**src/rtl/serial_paralelo_rx.sv**
```systemverilog
// serial_paralelo_rx
// Serial-to-parallel receiver. It hunts the 1-bit stream for the comma symbol
// at any bit offset and confirms byte alignment with a run of aligned commas.
// Once locked, it delivers one byte per 8 clocks, each tagged as data or idle.
// The lock is held until reset; there is no loss-of-lock detection.
module serial_paralelo_rx #(
    parameter logic [7:0]  COMMA      = 8'hBC,
    parameter int unsigned LOCK_COUNT = 4
) (
    input  logic       clk_32f,
    input  logic       reset,
    input  logic       data_in,
    output logic [7:0] data_out,
    output logic       valid_out,
    output logic       IDLE_OUT,
    output logic       active,
    output logic       byte_strobe
);

    // The lock threshold is held in the same 4-bit width as the comma counter.
    localparam logic [3:0] LOCK_COUNT_S = 4'(LOCK_COUNT);
    localparam logic       LOCK_ONE_S   = (LOCK_COUNT == 1);

    typedef enum logic [1:0] {
        ST_UNLOCKED = 2'b00,
        ST_SYNCING  = 2'b01,
        ST_LOCKED   = 2'b10
    } state_t;

    // Compares a candidate byte against the alignment symbol.
    function automatic logic is_comma(input logic [7:0] b);
        return (b == COMMA);
    endfunction

    // Steps the comma counter up by one and saturates at its maximum.
    function automatic logic [3:0] sat_inc(input logic [3:0] c);
        if (c == 4'hF) begin
            return 4'hF;
        end else begin
            return c + 4'd1;
        end
    endfunction

    state_t      state_r;
    state_t      state_next_s;

    // Only the seven most recent bits are kept. The incoming bit supplies the
    // eighth bit of every candidate byte.
    logic [6:0]  sr_r;
    logic [2:0]  bit_cnt_r;
    logic [2:0]  bit_cnt_next_s;
    logic [3:0]  bc_cnt_r;
    logic [3:0]  bc_cnt_next_s;
    logic [3:0]  bc_inc_s;
    logic [7:0]  data_r;
    logic [7:0]  data_next_s;
    logic        valid_r;
    logic        valid_next_s;
    logic        idle_r;
    logic        idle_next_s;
    logic        active_r;
    logic        active_next_s;
    logic        strobe_r;
    logic        strobe_next_s;

    logic [7:0]  cand_s;
    logic        cand_comma_s;
    logic        boundary_s;

    assign cand_s       = {sr_r, data_in};
    assign cand_comma_s = is_comma(cand_s);
    assign boundary_s   = (bit_cnt_r == 3'd7);
    assign bc_inc_s     = sat_inc(bc_cnt_r);

    // Next-state and next-output logic for the alignment FSM.
    always_comb begin
        state_next_s   = state_r;
        bit_cnt_next_s = bit_cnt_r;
        bc_cnt_next_s  = bc_cnt_r;
        data_next_s    = data_r;
        valid_next_s   = valid_r;
        idle_next_s    = idle_r;
        active_next_s  = active_r;
        strobe_next_s  = 1'b0;

        case (state_r)
            ST_UNLOCKED: begin
                // Free-running hunt. A match at any bit offset defines the byte phase.
                bit_cnt_next_s = 3'd0;
                if (cand_comma_s) begin
                    bc_cnt_next_s = 4'd1;
                    if (LOCK_ONE_S) begin
                        state_next_s  = ST_LOCKED;
                        active_next_s = 1'b1;
                    end else begin
                        state_next_s  = ST_SYNCING;
                    end
                end else begin
                    bc_cnt_next_s = 4'd0;
                end
            end

            ST_SYNCING: begin
                bit_cnt_next_s = bit_cnt_r + 3'd1;
                if (boundary_s) begin
                    if (cand_comma_s) begin
                        bc_cnt_next_s = bc_inc_s;
                        if (bc_inc_s == LOCK_COUNT_S) begin
                            state_next_s  = ST_LOCKED;
                            active_next_s = 1'b1;
                        end else begin
                            state_next_s  = ST_SYNCING;
                        end
                    end else begin
                        // A misaligned or corrupted byte restarts the hunt.
                        // The bits already shifted in stay in use.
                        state_next_s  = ST_UNLOCKED;
                        bc_cnt_next_s = 4'd0;
                    end
                end else begin
                    bc_cnt_next_s = bc_cnt_r;
                end
            end

            ST_LOCKED: begin
                bit_cnt_next_s = bit_cnt_r + 3'd1;
                if (boundary_s) begin
                    strobe_next_s = 1'b1;
                    if (cand_comma_s) begin
                        // An idle byte keeps the last data byte visible.
                        valid_next_s = 1'b0;
                        idle_next_s  = 1'b1;
                    end else begin
                        data_next_s  = cand_s;
                        valid_next_s = 1'b1;
                        idle_next_s  = 1'b0;
                    end
                end else begin
                    strobe_next_s = 1'b0;
                end
            end

            default: begin
                // An illegal encoding falls back to a clean hunt.
                state_next_s   = ST_UNLOCKED;
                bit_cnt_next_s = 3'd0;
                bc_cnt_next_s  = 4'd0;
                data_next_s    = 8'h00;
                valid_next_s   = 1'b0;
                idle_next_s    = 1'b0;
                active_next_s  = 1'b0;
            end
        endcase
    end

    // State, shift register and output registers. The reset is synchronous and has the highest priority.
    always_ff @(posedge clk_32f) begin
        if (reset) begin
            state_r   <= ST_UNLOCKED;
            sr_r      <= 7'd0;
            bit_cnt_r <= 3'd0;
            bc_cnt_r  <= 4'd0;
            data_r    <= 8'h00;
            valid_r   <= 1'b0;
            idle_r    <= 1'b0;
            active_r  <= 1'b0;
            strobe_r  <= 1'b0;
        end else begin
            state_r   <= state_next_s;
            sr_r      <= cand_s[6:0];
            bit_cnt_r <= bit_cnt_next_s;
            bc_cnt_r  <= bc_cnt_next_s;
            data_r    <= data_next_s;
            valid_r   <= valid_next_s;
            idle_r    <= idle_next_s;
            active_r  <= active_next_s;
            strobe_r  <= strobe_next_s;
        end
    end

    assign data_out    = data_r;
    assign valid_out   = valid_r;
    assign IDLE_OUT    = idle_r;
    assign active      = active_r;
    assign byte_strobe = strobe_r;

endmodule

```
**config.mk**
```make
export PLATFORM = sky130hd
export DESIGN_NAME = serial_paralelo_rx
export DESIGN_NICKNAME = d
export VERILOG_FILES = /design/src/rtl/serial_paralelo_rx.sv
export SDC_FILE = /design/constraint.sdc
export NUM_CORES = 1
export LEC_CHECK = 0
export CORE_ASPECT_RATIO = 1.75
export CORE_UTILIZATION = 25
export DETAILED_ROUTE_END_ITERATION = 10
export GPL_ROUTABILITY_DRIVEN = 1
export SYNTH_ARGS = -nofsm -noshare
export SYNTH_HDL_FRONTEND = slang
export SYNTH_SLANG_ARGS = --single-unit
```
**constraint.sdc**
```tcl
create_clock -name clk_32f -period 2.6 [get_ports clk_32f]
set_input_delay 0.52 -clock clk_32f [delete_from_list [all_inputs] [get_ports clk_32f]]
set_output_delay 0.52 -clock clk_32f [all_outputs]
set_load 0.01 [all_outputs]
```
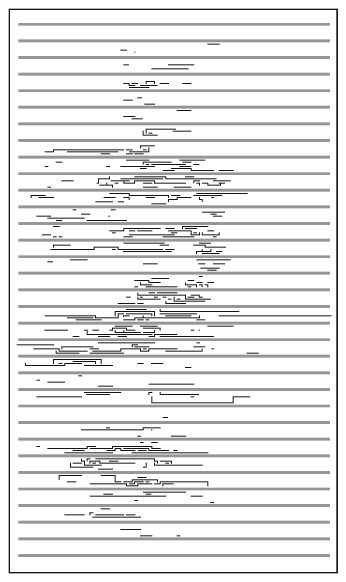
*Signal wires on met1, run 1*
Supply wires on this layer in gray.
longest straight run	18.4 microns
wire length on this layer	968 microns
met1 demand-to-capacity share in global routing: 13.44%
final routed wirelength across all metal layers: 2443 microns

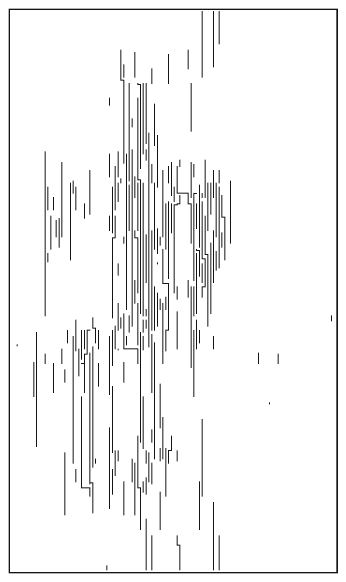
*Signal wires on met2, run 1*
longest straight run	35.0 microns
nets with wire on the layer	124
GRT met2 Usage: 18.85%
total via count in the routed design: 911

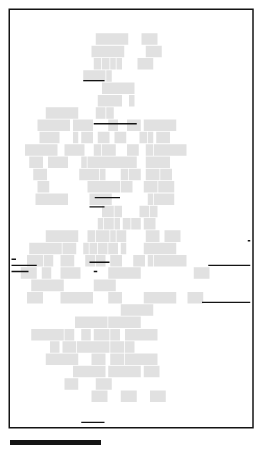
*Met3 routing, run 1*
Scale bar: 20 microns.
longest straight run	10.3 microns
share of all routed wire	2.5%
nets with wire on the layer	10

## run 1: metal layers
| metal | wire length [microns] | share of wire [%] | global-route usage (%) |
|---|---|---|---|
| met5 | 0 | 0 | 0 |
| met4 | 89 | 3.6 | 10.31 |
| met3 | 60 | 2.5 | 1.658 |
| met2 | 1325 | 54 | 18.85 |
| met1 | 968 | 40 | 13.44 |
## run 1: cells by family after synthesis
logic type,Yosys count
simple gates,40
compound gates,30
flops,28
buf+inv,9
fa+ha+maj,6
## run 1: area by class of cell
class	instances	area share, %
Tap cell	51	4.446
Sequential cell	28	39.06
Inverter	6	1.569
Clock inverter	1	2.092
Clock buffer	3	2.877
Timing Repair Buffer	16	10.81
Multi-Input combinational cell	76	39.15
==> summary.txt, run 1 <==
Results of the run.

The number of clock sinks is 28. In this run the critical path is formed by ha_1 > nor3b_1 > o311ai_1 > or4_1 > a221oi_2. The Yosys chip area is approximately 1200 sq um. OpenSTA lists the critical path startpoint as bc_cnt_r[1]$_SDFFE_PP0P_. The iteration count recorded for the first detailed-route pass is 4. The global-route usage over all layers is around an eighth.

The power report attributes to the combinational group a share of 1.9%. The biggest slice of the total power is consumed by registers. The largest buffer count on any clock path is 2. The synthesized netlist occupies a cell area of 1160 sq um. The final critical path time including I/O delays and setup is 2.018 ns.

The worst register-to-register path has a depth of 5. The worst IR drop on VDD is about 0.31 mV. The simple-gate area share of the yosys netlist is 22.76%. In the final report, the number of hold violations comes to 0. Fill cells in the final layout number between 400 and 500.

The number of max-cap violations is 0. For reference, the critical path is captured by active$_SDFFE_PP0P_. The post-CTS repair timing setup buffer count is 0. The clock network is responsible for 43.5% of the overall power. The yosys stat cell total is 113.

Setup repair after global routing left no endpoint under its margin. The overall die size recorded for this design is 4927 sq um. Post-synth the commonest register cell is dfxtp_1.

The count of boundary I/O pins is 15. In the setup report, the worst path falls into the class flip-flop to flip-flop. The transition time recorded at the tightest slew-check pin is 0.6638 ns. Grouping stages by cell kind, the critical path spends the most delay in simple AND/OR/NAND/NOR gates. The final weighted congestion recorded by global placement is 0.7487. The data arrival time of the critical path is 2.23 ns.

The reported leakage power is between 0.5 and 0.6 nW. The internal portion of the total power is between 600 and 700 uW. Per the final layout report, the fraction of cells sized above drive strength 1 comes to between 7 and 8%. The number of placement rows is 32.

After detailed placement, the design holds a cell count of 177. Per the breakdown, switching nets consume 18.74% of all power. In the final run the clock tree shows a worst skew of 0.005542 ns. Of all nets on the critical path, the largest fanout is 8. The first-iteration detailed-routing DRC count is 6. The run finished with clean final reports. The number of buffer cells added on primary ports is 14. Endpoints with negative setup slack in the final report add up to 0. The xor and xnor fraction of the mapped netlist area is 0%.

The largest non-sequential cell family by area is simple AND/OR/NAND/NOR gates. Per the synthesis report, the dominant area consumer among library cells is dfxtp_1.
### Selected gate families, run 1

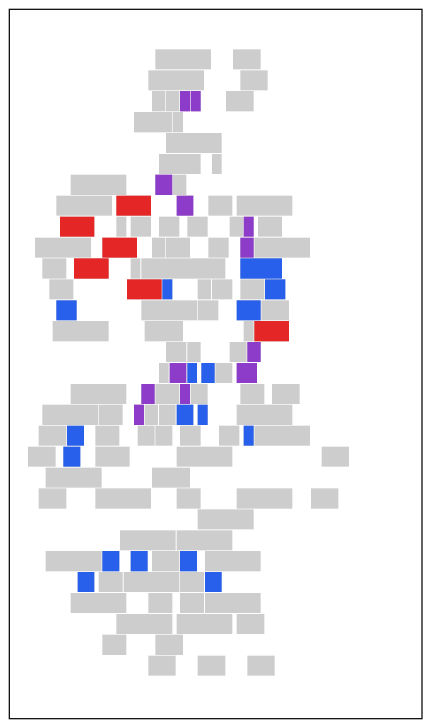

==> run 2: changes to the inputs <==
- clock period: 2.6 -> 1.6 ns (I/O delays scaled with it)
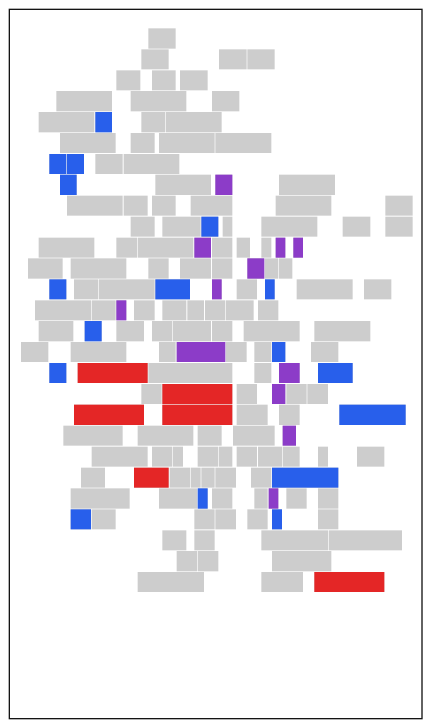
*Selected gate families, run 2*
family	color	cells	most used
fa/ha/maj cells	red	6	ha_4
nand cells	purple	12	nand2_1
nor cells	blue	17	nor2b_1

==> run 2 against run 1 <==
Effect of this change:
- the run now ends with setup timing left
- sequential cell count unchanged
- largest power group unchanged
- cell count increased by 14%
- synthesized cell count unchanged
- clock-buffer cell count unchanged
- clock power up 63%
- critical path type unchanged
- routed wire length grew 29%
- clock skew up 0.00054 ns
- largest cell class unchanged
- core utilization grew 8.5 points
- sequential power is 62% higher
- design area is 26% higher
- critical path depth is the same
- critical endpoint unchanged
- register-to-register slack worse by 0.72 ns
==> summary.txt, run 2 <==
Results of the run.

The first-iteration detailed-routing DRC count is 18 (+12). The run finished, with violations left. OpenSTA lists the critical path endpoint as active$_SDFFE_PP0P_. The length of routed wiring on met1 came to 1286 microns (+33%). The number of placement rows was 32 (unchanged).

The final tally of setup violations is 3 (+3). The fraction of power consumed by combinational cells came to 2.5% (+0.6 points). The number of clock sinks came to 28 (unchanged).

The yosys stat cell total was 113 (unchanged). The xor and xnor fraction of the mapped netlist area was 0% (unchanged). The setup slack of the critical path after layout is -0.1405 ns. The Yosys chip area came to 1160 sq um (unchanged). The area of the die is 4927 sq um (unchanged). The met2 wire length is 1686 microns (+27%). In this run the top signal layer used is met4.

Setup repair after global routing could not meet its margin everywhere. The fraction of layout cells with a size suffix above 1 is 39.35% (+32 points). The data arrival time of the critical path is 1.93 ns (-0.30 ns). The synthesized cell area was 1160 sq um (unchanged). The logic depth of the worst register-to-register path is 5 (unchanged). The final weighted congestion in routability-driven placement was 0.7924 (+5.8%). The number of detailed-route iterations in the first pass came to 4 (unchanged). The final-layout fill cell count was 435 (-5.8%). The largest buffer count on any clock path is 2 (unchanged).

The reported leakage power is 0.6687 nW (+28%). By startpoint and endpoint, the worst setup path is classified as flip-flop to flip-flop. The checks that failed: setup timing.

The number of buffer cells added on primary ports is 14 (unchanged). The final critical path time including I/O delays and setup was 1.740 ns (-0.2771 ns). The number of cells after detailed placement is 195 (+10%). The amount of wire on met3 after detailed routing was 89 microns (+48%). The flip-flop cell with the highest count after synthesis is dfxtp_1.

The largest area contributor in the synthesized netlist is dfxtp_1. The post-CTS repair timing setup buffer count came to 3 (+3). For reference, the critical path cell chain is ha_4 > and4b_1 > o311ai_4 > or4_4 > a221oi_2.

The global-route usage over all layers is 13.15% (+1.1 points). Of all power groups, the one with the highest power is registers. The sum of routed wire length over all layers is 3150 microns (+29%).
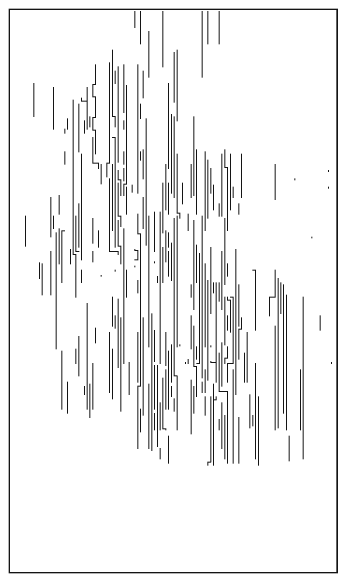
*Signal wires on met2, run 2*
wire length on this layer	1690 microns
nets with wire on the layer	148
longest straight run	26.5 microns
share of all routed wire	54%

==> run 2: cell count changes in the layout (fill, tap and decap cells not counted), moves of 2 or more <==
cell,change
a21oi_1,-2
buf_4,+24
a21oi_2,+2
nor4b_4,+2
dfxtp_1,-5
dfxtp_2,+3
ha_4,+5
inv_1,-2
dfxtp_4,+2
ha_1,-5
==> run 2: logic make-up after synthesis <==
| group | after synthesis |
|---|---|
| adder cells (fa/ha/maj) | 6 |
| AND-OR/OR-AND | 30 |
| flip-flops | 28 |
| AND/OR/NAND/NOR | 40 |
| buffers and inverters | 9 |
==> run 2: cell type report <==
type	instances	area [sq um]	area share, %
inverter	6	25.02	1.379
timing repair buffer	41	349.1	19.24
multi-input combinational	76	733.2	40.41
sequential	28	571.8	31.52
tap	51	63.81	3.517
clock buffer	3	41.29	2.276
clock inverter	1	30.03	1.655
==> run 3: changes to the inputs <==
- CAP_MARGIN: default -> 10
- CTS_CLUSTER_DIAMETER: default -> 30
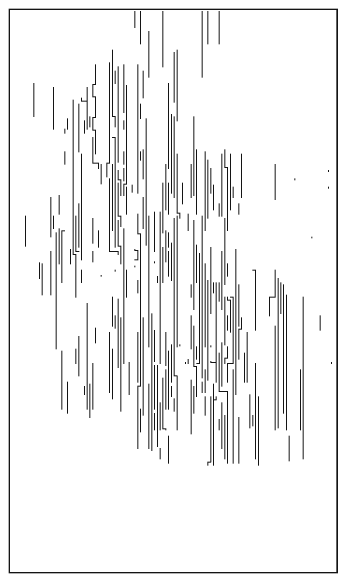
*Signal wires on met2, run 3*
main direction	vertical
wire length on this layer	1690 microns
longest straight run	26.5 microns
share of all routed wire	54%

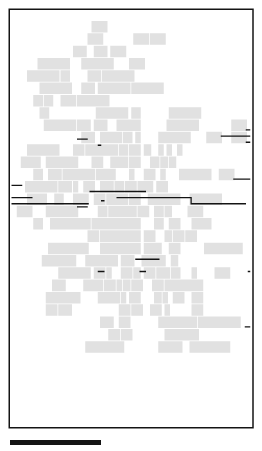
*Met3 routing, run 3*
Scale bar: 20 microns.
wire length on this layer	89.2 microns
main direction	horizontal

==> run 3 against run 2 <==
Effect of this change:
- fmax unchanged
- clock skew unchanged
- sequential power about the same
- design area unchanged
- the run still ends with setup timing left
==> summary.txt, run 3 <==
Results of the run.

The flow ran to the end, but the final reports show violations. The checks that failed: setup timing. The post-synth tally of flip-flops with integrated enable is 0.

The first global-routing pass estimated 4754 microns of wire. Setup repair after global routing could not meet its margin everywhere. According to the dpl log, the detail-placed design has an HPWL of 2074 microns.

For reference, the top cells by area after synthesis are dfxtp_1 48%, ha_1 6.5%, a22o_1 6.0%. The number of logic gates is 76 (unchanged). The adder-cell share of the synthesized area is under 10%.

With fillers left out, the area of the finished cells amounts to 1814 sq um. The footprint of the flip-flops and latches is 571.8 sq um (unchanged). The fraction of layout cells with a size suffix above 1 was 39.35% (unchanged). The xor and xnor fraction of the mapped netlist area is 0% (unchanged).

The layout clock buffer count is 3 (unchanged). The data arrival time of the critical path was 1.93 ns (about the same). The residual antenna-violating net count after detailed routing is 0. The share of the Yosys chip area taken by registers is 48.33%. The setup slack of the critical path after layout is -0.1405 ns (unchanged). The final critical path time including I/O delays and setup is 1.740 ns (unchanged).

After detailed routing, the number of vias per cell comes to between 4 and 5. The multi-input gate share of the layout cell area is 40.41% (unchanged). The final tally of setup violations is 3 (unchanged). The worst reg2reg path startpoint is bc_cnt_r[1]$_SDFFE_PP0P_.

The end point of the critical path is active$_SDFFE_PP0P_. The final-layout fill cell count is 435 (unchanged). On met2, the global router reports a usage of 22.92%. The share of the synthesized area in the top cell type is about 48%. The top cell class by occupied area is logic gates.

Looking at the setup timing report, the critical path kind is flip-flop to flip-flop. The number of buffer cells added on primary ports is 14 (unchanged). The CTS buffer count is 3.

The path with the worst hold slack has its endpoint at data_out[0]$_SDFFE_PP0P_. The total of plain and repair buffers excluding clock buffers is 41 (unchanged). The number of tap cells inserted is 51 (unchanged). The first-iteration detailed-routing DRC count is 18 (unchanged).

The Yosys chip area is 1160 sq um (unchanged). At the worst endpoint, the required time is around 1.8 ns. The number of standard cells after synthesis is 113. The final weighted congestion in routability-driven placement is 0.7924 (unchanged). The flop count is 28 (unchanged). The logic depth of the worst register-to-register path is 5 (unchanged).

The tool warning count for the run is 31. The global-route usage over all layers was 13.15% (unchanged). The reg2reg setup slack is -0.14 ns. Across all hold checks on the routed design, the worst slack comes to roughly 0.30 ns. The synthesized cell area was 1160 sq um (unchanged). The fraction of area in clock buffers and inverters is 3.931% (unchanged). The area added between synthesis and finish is 56.42%. The reported leakage power is 0.6687 nW (unchanged). The sequential share of cell area is 31.52% (unchanged).

The sum of routed wire length over all layers is 3150 microns (unchanged). The proportion of final cell area spent on non-clock buffers is 19.24% (unchanged). The largest non-sequential cell family by area is simple AND/OR/NAND/NOR gates. The yosys stat cell total was 113 (unchanged). The STA report counts the stages on the worst setup path as 5. The inverter tally of the final layout excluding the clock network is 6 (unchanged).

The final timing report lists a hold violation count of 0. The largest buffer count on any clock path is 2 (unchanged). The number of clock sinks is 28 (unchanged). The largest area contributor in the synthesized netlist is dfxtp_1.

The area of the die came to 4927 sq um (unchanged). The number of cells after detailed placement is 195 (unchanged). The critical path goes through ha_4 > and4b_1 > o311ai_4 > or4_4 > a221oi_2. The worst setup path is captured at a flip-flop. Among all flip-flop cells after synthesis, the most frequent one is dfxtp_1.

The number of detailed-route iterations in the first pass is 4 (unchanged). The combinational gate area is 733.2 sq um (unchanged). The number of placement rows is 32 (unchanged).
[run 3: cell counts after synthesis]
No cell type changed its count.
[run 3: cell families (layout without fill, tap and decap cells)]
logic type / Yosys count / count (layout)
simple gates: 40 / 40
fa+ha+maj: 6 / 6
buf+inv: 9 / 51
flops: 28 / 28
compound gates: 30 / 30
[run 3: power by group]
group	switching, mW	internal, mW
clock network	0.229	0.335
logic	0.0173	0.0148
registers	0.00305	0.697
total	0.249	1.05
[run 3: per-layer routing]
| layer | wire length, microns | up-vias |
|---|---|---|
| met4 | 88 | 0 |
| met2 | 1686 | 18 |
| met3 | 89 | 9 |
| met5 | 0 | - |
| li1 | - | 509 |
| met1 | 1286 | 489 |
[run 3: timing repair]
item	CTS	global route
setup buffers	3	4
resized	20	17
setup endpoints to repair	12	14
hold buffers	0	0
pin swaps	5	7
Power figures rest on the tool's default switching activity, not on a simulated workload.
